### config.mk
export PLATFORM = sky130hd
export DESIGN_NAME = inst_mem_loader_flat
export DESIGN_NICKNAME = d
export VERILOG_FILES = /design/src/rtl/inst_mem_loader_if.sv /design/src/rtl/inst_mem_loader.sv /design/src/flat_wrapper.sv
export SDC_FILE = /design/constraint.sdc
export NUM_CORES = 1
export LEC_CHECK = 0
export ABC_CLOCK_PERIOD_IN_PS = 3650
export CELL_PAD_IN_SITES_DETAIL_PLACEMENT = 0
export CELL_PAD_IN_SITES_GLOBAL_PLACEMENT = 1
export CORE_ASPECT_RATIO = 1.5
export CORE_MARGIN = 5
export CORE_UTILIZATION = 42
export CTS_CLUSTER_SIZE = 28
export DETAILED_ROUTE_END_ITERATION = 10
export PLACE_DENSITY = 0.94
export SKIP_CTS_REPAIR_TIMING = 1
export SYNTH_ARGS = -nofsm -noshare
export SYNTH_HDL_FRONTEND = slang
export SYNTH_SLANG_ARGS = --single-unit
### constraint.sdc
create_clock -name clk -period 3.65 [get_ports clk]
set_input_delay 0.365 -clock clk [delete_from_list [all_inputs] [get_ports clk]]
set_output_delay 0.365 -clock clk [all_outputs]
set_load 0.05 [all_outputs]
### src/rtl/inst_mem_loader_if.sv
// Byte-stream input and instruction-memory write bus of the boot loader.
// The loader uses the master modport (it consumes the stream and drives the
// memory write port); the stream source / memory side uses the slave modport.
interface inst_mem_loader_if;
   logic        in_valid;
   logic [7:0]  in_data;
   logic        in_ready;
   logic        mem_we;
   logic [31:0] mem_adr;
   logic [31:0] mem_wdata;

   modport master (
      input  in_valid,
      input  in_data,
      output in_ready,
      output mem_we,
      output mem_adr,
      output mem_wdata
   );

   modport slave (
      output in_valid,
      output in_data,
      input  in_ready,
      input  mem_we,
      input  mem_adr,
      input  mem_wdata
   );
endinterface

### src/rtl/inst_mem_loader.sv
// Boot-time instruction memory loader.
// Receives a 16-bit little-endian word count followed by that many
// little-endian 32-bit words as a byte stream, writes each word to
// consecutive word addresses starting at BASE_ADDR, and keeps the CPU in
// reset until the whole program has been written.
module inst_mem_loader #(
   parameter logic [31:0] BASE_ADDR = 32'h0000_0000,
   parameter int unsigned MAX_WORDS = 65536
) (
   input  logic               clk,
   input  logic               rst,
   input  logic               start,
   inst_mem_loader_if.master  bus,
   output logic               busy,
   output logic               done,
   output logic               error,
   output logic               cpu_hold
);

   // Header count is at most 16 bits, so a 17-bit limit covers the default depth.
   localparam logic [16:0] MaxWords = 17'(MAX_WORDS);

   typedef enum logic [2:0] {
      S_IDLE,
      S_LEN0,
      S_LEN1,
      S_DATA,
      S_WRITE,
      S_DONE,
      S_ERR
   } state_t;

   state_t      state_q, state_d;
   logic [15:0] n_q, n_d;
   logic [16:0] idx_q, idx_d;
   logic [1:0]  bcnt_q, bcnt_d;
   logic [31:0] word_q, word_d;

   logic        ready_c;
   logic        xfer;
   logic [16:0] n_full;
   logic [16:0] idx_inc;

   // The loader only accepts bytes while it is collecting the header or data.
   always_comb begin
      ready_c = 1'b0;
      case (state_q)
         S_LEN0, S_LEN1, S_DATA: ready_c = 1'b1;
         default:                ready_c = 1'b0;
      endcase
   end

   assign xfer    = bus.in_valid && ready_c;
   assign n_full  = {1'b0, bus.in_data, n_q[7:0]};
   assign idx_inc = idx_q + 17'd1;

   // State, header count, word index, byte lane and assembled word registers.
   always_ff @(posedge clk or negedge rst) begin
      if (!rst) begin
         state_q <= S_IDLE;
         n_q     <= '0;
         idx_q   <= '0;
         bcnt_q  <= '0;
         word_q  <= '0;
      end else begin
         state_q <= state_d;
         n_q     <= n_d;
         idx_q   <= idx_d;
         bcnt_q  <= bcnt_d;
         word_q  <= word_d;
      end
   end

   // Next-state logic: header parse, byte-lane assembly and per-word write.
   always_comb begin
      state_d = state_q;
      n_d     = n_q;
      idx_d   = idx_q;
      bcnt_d  = bcnt_q;
      word_d  = word_q;

      case (state_q)
         S_IDLE, S_DONE, S_ERR: begin
            if (start) begin
               state_d = S_LEN0;
               idx_d   = '0;
               bcnt_d  = '0;
            end
         end

         S_LEN0: begin
            if (xfer) begin
               n_d[7:0] = bus.in_data;
               state_d  = S_LEN1;
            end
         end

         S_LEN1: begin
            if (xfer) begin
               n_d[15:8] = bus.in_data;
               if (n_full == 17'd0) begin
                  state_d = S_DONE;
               end else if (n_full > MaxWords) begin
                  state_d = S_ERR;
               end else begin
                  state_d = S_DATA;
               end
            end
         end

         S_DATA: begin
            if (xfer) begin
               word_d[{bcnt_q, 3'b000} +: 8] = bus.in_data;
               bcnt_d = bcnt_q + 2'd1;
               if (bcnt_q == 2'd3) begin
                  state_d = S_WRITE;
               end
            end
         end

         S_WRITE: begin
            // The write happens this cycle at the current index; the stream
            // is stalled by in_ready=0, so a waiting byte is held, not lost.
            idx_d = idx_inc;
            if (idx_inc == {1'b0, n_q}) begin
               state_d = S_DONE;
            end else begin
               state_d = S_DATA;
            end
         end

         default: begin
            state_d = S_IDLE;
         end
      endcase
   end

   // Status and handshake outputs decoded from the current state.
   always_comb begin
      busy       = 1'b0;
      done       = 1'b0;
      error      = 1'b0;
      cpu_hold   = 1'b1;
      bus.mem_we = 1'b0;
      case (state_q)
         S_LEN0, S_LEN1, S_DATA: busy = 1'b1;
         S_WRITE: begin
            busy       = 1'b1;
            bus.mem_we = 1'b1;
         end
         S_DONE: begin
            done     = 1'b1;
            cpu_hold = 1'b0;
         end
         S_ERR: error = 1'b1;
         default: ;
      endcase
   end

   assign bus.in_ready  = ready_c;
   // Address wraps modulo 2^32 when BASE_ADDR sits near the top of memory.
   assign bus.mem_adr   = BASE_ADDR + {13'd0, idx_q, 2'b00};
   assign bus.mem_wdata = word_q;

endmodule
### src/flat_wrapper.sv
// flat-port wrapper written by rule: the top's interface ports become plain ports
module inst_mem_loader_flat 
#(
   parameter logic [31:0] BASE_ADDR = 32'h0000_0000,
   parameter int unsigned MAX_WORDS = 65536
)
  (clk, rst, start, busy, done, error, cpu_hold, bus_in_valid, bus_in_data, bus_in_ready, bus_mem_we, bus_mem_adr, bus_mem_wdata);
  inst_mem_loader_if bus_i ();
  input  logic clk;
  input  logic rst;
  input  logic start;
  output logic busy;
  output logic done;
  output logic error;
  output logic cpu_hold;
  input wire logic [$bits(bus_i.in_valid)-1:0] bus_in_valid;
  input wire logic [$bits(bus_i.in_data)-1:0] bus_in_data;
  output wire logic [$bits(bus_i.in_ready)-1:0] bus_in_ready;
  output wire logic [$bits(bus_i.mem_we)-1:0] bus_mem_we;
  output wire logic [$bits(bus_i.mem_adr)-1:0] bus_mem_adr;
  output wire logic [$bits(bus_i.mem_wdata)-1:0] bus_mem_wdata;
  assign bus_i.in_valid = bus_in_valid;
  assign bus_i.in_data = bus_in_data;
  assign bus_in_ready = bus_i.in_ready;
  assign bus_mem_we = bus_i.mem_we;
  assign bus_mem_adr = bus_i.mem_adr;
  assign bus_mem_wdata = bus_i.mem_wdata;
  inst_mem_loader #(.BASE_ADDR(BASE_ADDR), .MAX_WORDS(MAX_WORDS)) u_core (.clk(clk), .rst(rst), .start(start), .bus(bus_i), .busy(busy), .done(done), .error(error), .cpu_hold(cpu_hold));
endmodule
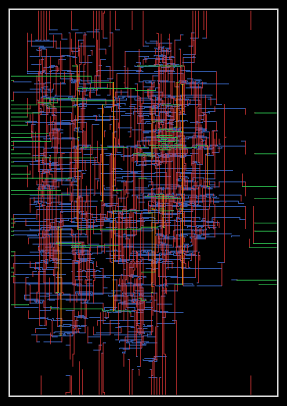
**Above:** run 1 (routed metal, one color a layer).
Scale: 3 px per um.
| layer | color | wire length |
|---|---|---|
| M2 | red | 5380 um |
| M4 | orange | 384 um |
| M3 | green | 649 um |
| M1 | blue | 4040 um |

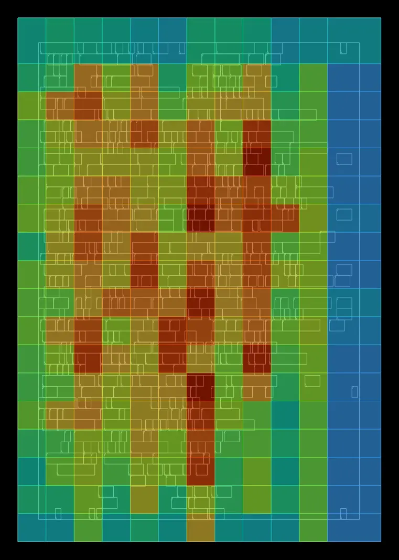
**Above:** run 1 (congestion heat map).
average wire per cell in the routed design: 17.0 um
peak-usage layer in the global routing report: met2
fin util: 0.535
GR met3 Demand/Resource: 0.0442

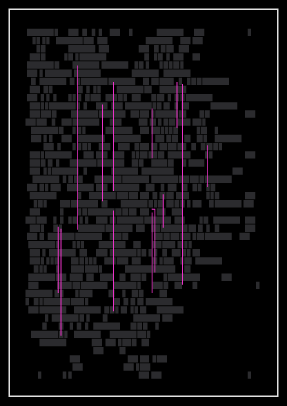
**Above:** run 1 (metal 4).
Scale: 3 px per um. Cells faint in the background.
wire length on this layer: 384 um
nets with wire on the layer: 12

==> run summary, run 1 <==
Implementation results. The synthesized netlist has a Yosys-reported chip area of 0.00393 mm2. In this run the number of H-tree levels came out at 3. Average vias per placed instance landed at 5.64. In this run, synthesis inferred 0 flip-flops with an integrated enable. Of the total power, the share spent switching nets is 0.417. Post-route period utilization is reported as 0.737. Note that the worst hold path type here is input pin to asynchronous set/reset pin. Standard-cell row count landed at 43. Power density over the cells landed at 766 mW/mm2.

Total vias in the final route landed at 3458. Initial antenna violation count landed at 0. In this run the full chip footprint comes out at 0.0114 mm2. Share of Yosys cell area claimed by the top area cell type landed at 0.445.

Per the STA report, the cell with the highest stage delay on the worst path is sky130_fd_sc_hd__clkdlybuf4s50_1. Of all cell types, the one taking the most synthesized area is sky130_fd_sc_hd__dfrtp_1. The detail route stage leaves a number of antenna-violating nets equal to 0. Number of max-cap violations landed at 0.

Peak ir drop on the vdd network landed at 0.471 mV. Measured on the final layout, buffering overhead outside the clock network stands at 0.138. The final report lists a non-filler cell total of 613.

The cell-mix breakdown from Yosys lists the simple-gate area share as 0.231. Placed standard-cell area landed at 0.00460 mm2. Fmax landed at 372 MHz. After synthesis, the netlist uses 54 different library cells. Number of global-route vias before repair landed at 3317. The core region is 0.00920 mm2.

Number of buffer and inverter stages on the critical path landed at 2. Looking at the cell usage after synthesis, the top flip-flop cell is sky130_fd_sc_hd__dfrtp_1. Count of boundary I/O pins landed at 82. The flow ran to the end, and the final reports show no timing, DRC or antenna violations.

Internal cell power landed at 0.00220 W. Critical path data arrival time landed at 2.32 ns. Register cell area after layout landed at 0.00175 mm2. Global-route wire length before repair landed at 16700 um.

The routed layout reports a DRC error count of 0. Total number of yosys warnings landed at 0. STA classifies the critical path startpoint as a register.

Share of total power in the clock network landed at 0.252. For the final database, setup skew stands at 0.00284 ns. Compound-gate portion of the synthesized area landed at 0.152.

Before antenna repair, the detailed router went through 5 iterations. Biggest cell delay along the critical path landed at 0.81 ns. Per the OpenROAD floorplan log, the height of the die is 129 um.

The layout stage reports a final design area of 0.00492 mm2. The final layout contains a sequential cell count of 70. Cell depth of the worst setup path landed at 4. Final critical path time including I/O delays and setup landed at 2.69 ns. The final layout report lists a filler cell count of 839. In the final design, more cell area goes to logic gates than to any other class.

In this run, the synthesized area fraction spent on xor and xnor cells is recorded as 0.0423. Traced cell by cell, the critical path runs through nor2_1 > nand2_1 > inv_1 > clkdlybuf4s50_1. Signed area change from the synthesized netlist to the final layout landed at 25.1%. Share of cells above drive strength 1 landed at 0.0958. Cell area after synthesis landed at 0.00393 mm2. Number of placed cells counting well taps landed at 598.

Sorting the synthesized cells by how often they occur yields 92 x sky130_fd_sc_hd__nand2_1, 70 x sky130_fd_sc_hd__dfrtp_1, 64 x sky130_fd_sc_hd__o21ai_0. Across all hold checks on the routed design, the worst slack comes to 0.217 ns. Path depth of the worst reg2reg path landed at 7. After clock tree synthesis, the clock-pin slew on the worst setup and hold paths is 0.05 ns. Largest net degree at the start of global routing landed at 47. Summing over the stages, the warning tally comes to 31. Setup slack after placement landed at 1.07 ns. Leaving out fill and tap cells, the most frequent cells in the layout are 92 x sky130_fd_sc_hd__nand2_1, 70 x sky130_fd_sc_hd__dfrtp_1, 65 x sky130_fd_sc_hd__clkdlybuf4s50_1. Multi-input gate share of the layout cell area landed at 0.404.

Per the timing report, the most critical flop-to-flop path finishes at u_core.idx_q[15]. Combinational gate count landed at 336. For this run, the script counts the antenna cells in the layout as 0. Required time at the endpoint of the critical path landed at 3.28 ns.

In this run, the synthesized area fraction spent on adder and majority cells is recorded as 0.0223. The most common cell in the synthesized netlist is sky130_fd_sc_hd__nand2_1. Non-clock inverter total of the final layout landed at 11.

Summed over all failing endpoints, the final setup total negative slack is 0 ns. The number of cells reported by Yosys stat comes to 435. No sink is reached through more buffers than the 2 on the longest clock path. Share of total power in combinational logic landed at 0.421. Leftover overflow at the end of global routing landed at 0. Among the non-sequential cells, simple AND/OR/NAND/NOR gates take the most area. Number of hold-slack violations in the final timing report landed at 0. The average instance in the mapped netlist occupies 9.04 um2. Per the timing report, the biggest fanout along the worst path comes to 15. The design received a total of 112 well taps at floorplan. Final-report setup violation count landed at 0. The critical path starts at u_core.state_q[1].

In this run the clock root is driven by a sky130_fd_sc_hd__clkbuf_16.
[run 1: state kept, by name (all words and copies together) (netlist names)]
signal and count:
u_core.bus.mem_wdata 32, u_core.idx_q 17, u_core.n_q 16, u_core.state_q 3, u_core.bcnt_q 2
[run 1: layer usage]
layer / vias to the layer above / track usage / part of all wire
met4: 0 / 0.0911 / 0.037
met2: 135 / 0.323 / 0.51
met3: 30 / 0.0442 / 0.062
li1: 1625 / - / -
met1: 1668 / 0.219 / 0.39
met5: - / 0 / 0
[run 1: power groups by stage]
stage	logic (W)	registers, W	clock network [W]
final	0.00158	0.00123	0.000948
after global routing	0.00170	0.00127	0.000999
after CTS	0.00159	0.00123	0.000966
after detailed placement	0.00158	0.00124	0
after global placement	0.00155	0.00123	0
after floorplan	0.000862	0.00148	0
--- run 2 (diff from run 1) ---
Settings changed: ABC_CLOCK_PERIOD_IN_PS 3650 to 2500, CORE_UTILIZATION 42 to 39, PLACE_DENSITY 0.94 to 0.89.
Clock period 3.65 ns to 2.5 ns, I/O delays scaled along.
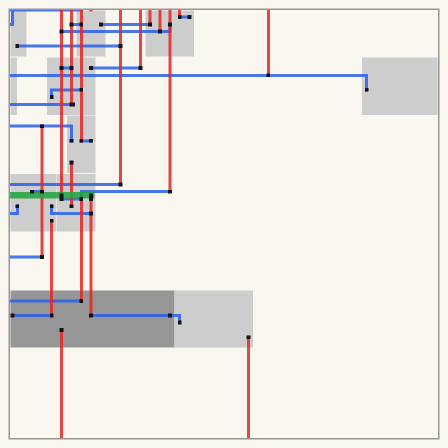
**Above:** run 2 (zoomed window).
Region (59, 23) to (79, 43) um. Cells in gray, sequential cells in the stronger gray; small squares are vias.
| layer | color |
|---|---|
| M3 | green |
| M1 | blue |
| M2 | red |
sequential cells in the window: 1
netlist names of flops here include: u_core.idx_q (1)
most frequent: nor2_1 (2)
cells with their middle in the window: 9

==> run 2 against run 1 <==
  * First-iteration DRC count fell by 29%
  * Sequential power rose by 43%
  * Synthesized cell count did not move
  * Area after synthesis did not move
  * Clock skew rose by 0.0026 ns
  * Cell area rose by 5.0%
  * Via count barely moved
==> run summary, run 2 <==
Implementation results. The run finished with clean final reports. The signal on the critical path passes through nand4_1 > nor4_1 > xnor2_1 > and4_1 > nand4_1 > a211o_1. The worst VDD IR drop from the latest analysis is 0.849 mV.

The required time at the worst endpoint is listed as 2.72 ns. Largest net degree at the start of global routing landed at 28. Number of max-cap violations landed at 0. Looking at the clock tree report, the root buffer type is sky130_fd_sc_hd__clkbuf_16.

The timing report lists the critical path depth as 6 cells. Clock-pin transition on the worst setup and hold timing paths landed at 0.05 ns. Count of library flops with an enable pin landed at 0.

Routed metal-1 wire length landed at 4150 um. The register with the most flip-flops in the layout has 32 of them. Chip area from the yosys synthesis statistics landed at 0.00393 mm2. Initial antenna violation count landed at 0.

In this run the worst path has a maximum fanout of 7. Share of cells above drive strength 1 landed at 0.148. In this run, the synthesized area fraction spent on and/or/nand/nor cells is recorded as 0.231. Number of nets with antenna violations after detailed routing landed at 0. Of the total power, the share spent switching nets is 0.410.

The clock H-tree reported by CTS has 3 levels. Yosys reports that the most numerous cell types are 92 x sky130_fd_sc_hd__nand2_1, 70 x sky130_fd_sc_hd__dfrtp_1, 64 x sky130_fd_sc_hd__o21ai_0. Antenna diode count landed at 0. According to the hold report, the worst path is of the input pin to asynchronous set/reset pin type. Fmax landed at 426 MHz. Biggest cell delay along the critical path landed at 0.53 ns. Ranking logic cells in the layout by count gives the top entries 92 x sky130_fd_sc_hd__nand2_1, 69 x sky130_fd_sc_hd__dfrtp_1, 64 x sky130_fd_sc_hd__o21ai_0, 64 x sky130_fd_sc_hd__clkdlybuf4s50_1, 27 x sky130_fd_sc_hd__buf_4. Compound-gate portion of the synthesized area landed at 0.152.

The worst path in the final design needs a cycle of 2.34 ns, including I/O delays and setup. Grouping non-sequential cells by family puts the most area in simple AND/OR/NAND/NOR gates. Path depth of the worst reg2reg path landed at 6. Cell area after synthesis landed at 0.00393 mm2.

The area growth from synthesis to layout is 31.4%. Final-report setup violation count landed at 0. Number of standard cells in the final layout excluding fillers landed at 644. Number of placed cells counting well taps landed at 628. The number of global-route vias before repair is 3527. For met3 alone, demand over resource in global routing was 0.0506. Total iterations of the first detailed-routing run landed at 4.

In the detailed route, the total length drawn on met2 is 5730 um. Placed standard-cell area landed at 0.00481 mm2. Critical path data arrival time landed at 2.56 ns. In this run the full chip footprint comes out at 0.0122 mm2.

Synthesized area divided by synthesized cell count landed at 9.04 um2. The final layout report lists a filler cell count of 923. Per the post-run analysis, buffers plus inverters along the critical path come to 0. Clock tree skew after final layout landed at 0.00541 ns. STA on the placed design reports a worst setup slack of 0.143 ns. From bottom edge to top edge, the die measures 133 um. The total area inside the core boundary comes to 0.0100 mm2. Internal cell power landed at 0.00332 W. Average vias per placed instance landed at 5.37. The layer flagged by global routing as most heavily used is met2. Post-synthesis share of cell area spent on xor and xnor gates landed at 0.0423. Global-route wire length before repair landed at 17600 um. The biggest area contributor in the post-synthesis netlist is sky130_fd_sc_hd__dfrtp_1. The highest layer touched by signal routing is met4. Routed wire length on met3 landed at 686 um. STA lists the endpoint of the worst register-to-register path as u_core.state_q[1]. In the final layout, flip-flops and latches occupy 0.00175 mm2. Met2 usage in global routing landed at 0.330. Tracing the worst setup path back leads to its startpoint at u_core.idx_q[11].

The synthesis report lists the Yosys warning total as 0. Per the GRT congestion report, total overflow comes to 0. Warning total across the stage logs landed at 32.

Share of total power in combinational logic landed at 0.438. Power density over the cells landed at 1090 mW/mm2. Across all hold checks on the routed design, the worst slack comes to 0.442 ns. Among all flip-flop cells after synthesis, the most frequent one is sky130_fd_sc_hd__dfrtp_1. Of the total power, the clock network draws 0.249.

Per the synthesis report, the adder-cell share of the synthesized area is 0.0223. Measured on the finished design, the core utilization comes to 0.516.
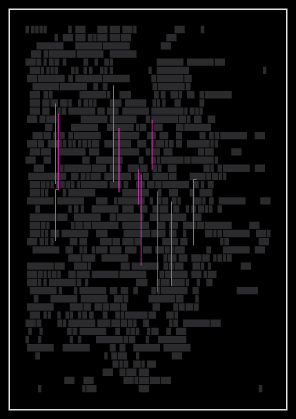
**Above:** run 2 (metal 4).
Scale: 3 px per um. Cells faint in the background.
nets with wire on the layer: 9
share of all routed wire: 2.4%
longest straight run: 33.3 um
wire length on this layer: 264 um
total vias in the final route: 3460
total length of routed wires: 10800 um

## run 2: cell counts after synthesis
Identical to the previous run, type by type.
## run 2: layout make-up
class,instances,share of cell area
sequential,70,0.339
clock buffer,12,0.0496
clock inverter,3,0.0131
tap,117,0.0283
timing repair buffer,95,0.174
multi-input combinational,336,0.388
inverter,11,0.00799
## run 2: power by group through the flow
stage | Clock, W | Sequential, W | Combinational [W]
2_1_floorplan | 0 | 0.00216 | 0.00126
3_3_place_gp | 0 | 0.00175 | 0.00242
3_5_place_dp | 0 | 0.00176 | 0.00247
4_1_cts | 0.00141 | 0.00175 | 0.00248
5_1_grt | 0.00147 | 0.00181 | 0.00266
6_report | 0.00140 | 0.00176 | 0.00246
--- run 3 (diff from run 2) ---
Settings changed: CELL_PAD_IN_SITES_DETAIL_PLACEMENT 0 to default, CELL_PAD_IN_SITES_GLOBAL_PLACEMENT 1 to default, CORE_UTILIZATION 39 to 45, PLACE_DENSITY 0.89 to 0.8.
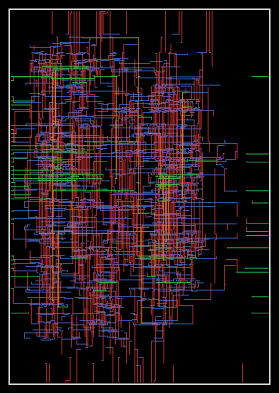
**Above:** run 3 (routed metal, one color a layer).
Scale: 3 px per um.
| layer | color | wire length |
|---|---|---|
| M1 | blue | 4040 um |
| M3 | green | 782 um |
| M4 | orange | 442 um |
| M2 | red | 5840 um |

==> run 3 against run 2 <==
  * Setup slack lost 0.085 ns
  * Area after synthesis unchanged
  * First-iteration DRC count increased by 63%
  * Sequential share of layout area grew 0.33 points
  * Cell area fell by 0.82%
  * Flip-flop count did not move
  * Total power is 1.8% higher
  * Critical path depth is the same
  * Register-to-register slack lost 0.08 ns
  * Global-route usage rose by 3.1 points
  * The run now ends with negative hold slack left
  * Routed wire length grew 2.5%
  * Largest cell class unchanged
==> run summary, run 3 <==
Implementation results. The run finished, with violations left. The final reports fail on negative hold slack. Post-route setup TNS landed at 0 ns. Final-report setup violation count landed at 0. Largest driver fanout on the critical path landed at 6.

Count of boundary I/O pins landed at 82. Counting along the longest clock path gives a buffer depth of 2. The first detailed-routing pass took 5 iterations. Synthesized area divided by synthesized cell count landed at 9.04 um2. Biggest cell delay along the critical path landed at 0.48 ns.

Routed wire length on met3 landed at 781 um. Dividing the final minimum period by the clock period gives 0.972. Walking the worst path, the cells encountered are nand4_1 > o31ai_2 > o2111ai_1 > a2111oi_2 > nand4_1 > a211o_1.

Average vias per placed instance landed at 5.67. Minimum hold slack landed at -0.0161 ns. Per the cell usage report, the commonest logic cells after layout are 92 x sky130_fd_sc_hd__nand2_1, 67 x sky130_fd_sc_hd__dfrtp_1, 64 x sky130_fd_sc_hd__o21ai_0, 64 x sky130_fd_sc_hd__clkdlybuf4s50_1, 26 x sky130_fd_sc_hd__nor2_1.

STA classifies the critical path startpoint as a register. Power density over the cells landed at 1120 mW/mm2. Signed area change from the synthesized netlist to the final layout landed at 30.4%. According to the hold report, the worst path is of the input pin to asynchronous set/reset pin type. The register with the most flip-flops in the layout has 32 of them. Post-synthesis cell type count landed at 54. Required time at the endpoint of the critical path landed at 2.72 ns.

Routing usage on met3 landed at 0.0490. On the final layout, the worst clock skew is 0.00483 ns. In the global route stage, met1 resource usage came out at 0.236.

The initial antenna violation count is 0. Yosys reports a chip area of 0.00393 mm2. The first global-routing pass estimated 18100 um of wire. Summed over all instances, the cell type with the most area after synthesis is sky130_fd_sc_hd__dfrtp_1. Fill cells in the final layout number 698.

The floorplan step set the die height to 124 um. Looking at the clock tree report, the H-tree level count equals 3. The synth_stat.txt file lists the number of cells as 435.

Hold-check failures listed in the final report amount to 10. The critical path crosses 6 cells after its start point. Largest net degree at the start of global routing landed at 34.

After layout, the minimum clock period comes to 2.43 ns. The number of cells on the worst reg-to-reg path is 6. Sorting the synthesized cells by how often they occur yields 92 x sky130_fd_sc_hd__nand2_1, 70 x sky130_fd_sc_hd__dfrtp_1, 64 x sky130_fd_sc_hd__o21ai_0.

The number of global-route vias before repair was 3612. In this build the clock could be raised as far as 412 MHz. Placed standard-cell area landed at 0.00475 mm2.

For the worst reg-to-reg path, the endpoint reported by OpenROAD is u_core.state_q[1]. Share of Yosys cell area claimed by the top area cell type landed at 0.445. Routed length per placed instance landed at 17.7 um. Clock-pin transition on the worst setup and hold timing paths landed at 0.06 ns. According to the floorplan report, the total die area is 0.0107 mm2. In the global route stage, met2 resource usage came out at 0.368. The cell area that synthesis handed to floorplanning was 0.00393 mm2. Looking at the cell usage after synthesis, the top flip-flop cell is sky130_fd_sc_hd__dfrtp_1. Leftover overflow at the end of global routing landed at 0. Global routing put the most usage on met2. VDD sags by at most 0.800 mV. The script reports the combined buffer and inverter count of the critical path as 0. The count of cells in the finished layout, fillers not included, comes to 627. The final report gives the core utilization as 0.606. Standard-cell row count landed at 41.

Share of cells above drive strength 1 landed at 0.144. Number of nets with antenna violations after detailed routing landed at 0. For this run, design rule violations remaining after detail routing come to 0. In the final layout, flip-flops and latches occupy 0.00176 mm2.

Number of placed cells counting well taps landed at 611. Per the CTS log, the root buffer master is sky130_fd_sc_hd__clkbuf_16. The capture point of the critical path was reported as u_core.state_q[1]. Count of library flops with an enable pin landed at 0. Antenna diode count landed at 0.

Leaving out fill and tap cells, the most frequent cell in the layout is sky130_fd_sc_hd__nand2_1. Number of max-cap violations landed at 0. The critical path starts at u_core.idx_q[7]. Routed signal wires occupy layers up through met4. Sum of met2 wire segment lengths after detailed routing landed at 5840 um. Total number of yosys warnings landed at 0. The largest individual stage delay along the critical path comes from the cell sky130_fd_sc_hd__dfrtp_1. Critical path data arrival time landed at 2.65 ns. The most frequently used library cell after synthesis is sky130_fd_sc_hd__nand2_1. Routed metal-1 wire length landed at 4040 um. The logs give a warning total of 31. Setup slack after placement landed at 0.00869 ns.
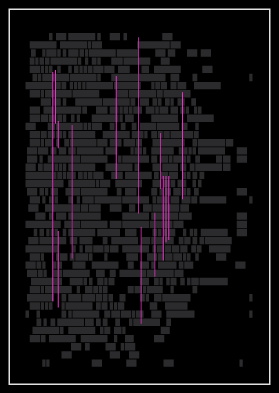
**Above:** run 3 (metal 4).
Scale: 3 px per um. Cells faint in the background.
nets with wire on the layer: 11
main direction: vertical
share of all routed wire: 4.0%
wire length on this layer: 442 um
longest straight run: 76.2 um
total vias in the final route: 3556
total length of routed wires: 11100 um

-- run 3: power breakdown --
group          switching [W]  internal [W]  total (W)  leakage (nW)
Combinational        0.00152      0.000921    0.00244          1.08
Clock               0.000486      0.000999    0.00148         0.172
Sequential          0.000363       0.00144    0.00180         0.926
Total                0.00236       0.00336    0.00572          2.18
-- run 3: final cells by class --
cell class | instances | area share
timing repair buffer | 87 | 0.163
clock buffer | 10 | 0.0466
clock inverter | 6 | 0.0212
sequential | 70 | 0.342
inverter | 11 | 0.00805
multi-input combinational | 336 | 0.392
tap | 107 | 0.0261
-- run 3: cell families after synthesis --
kind of cell    synth area share
simple gates               0.231
flops                      0.445
other cells             0.000954
xor+xnor                  0.0423
fa+ha+maj                 0.0223
compound gates             0.152
buf+inv                   0.0630
mux                       0.0430
Power is estimated from default activity; no workload was simulated.
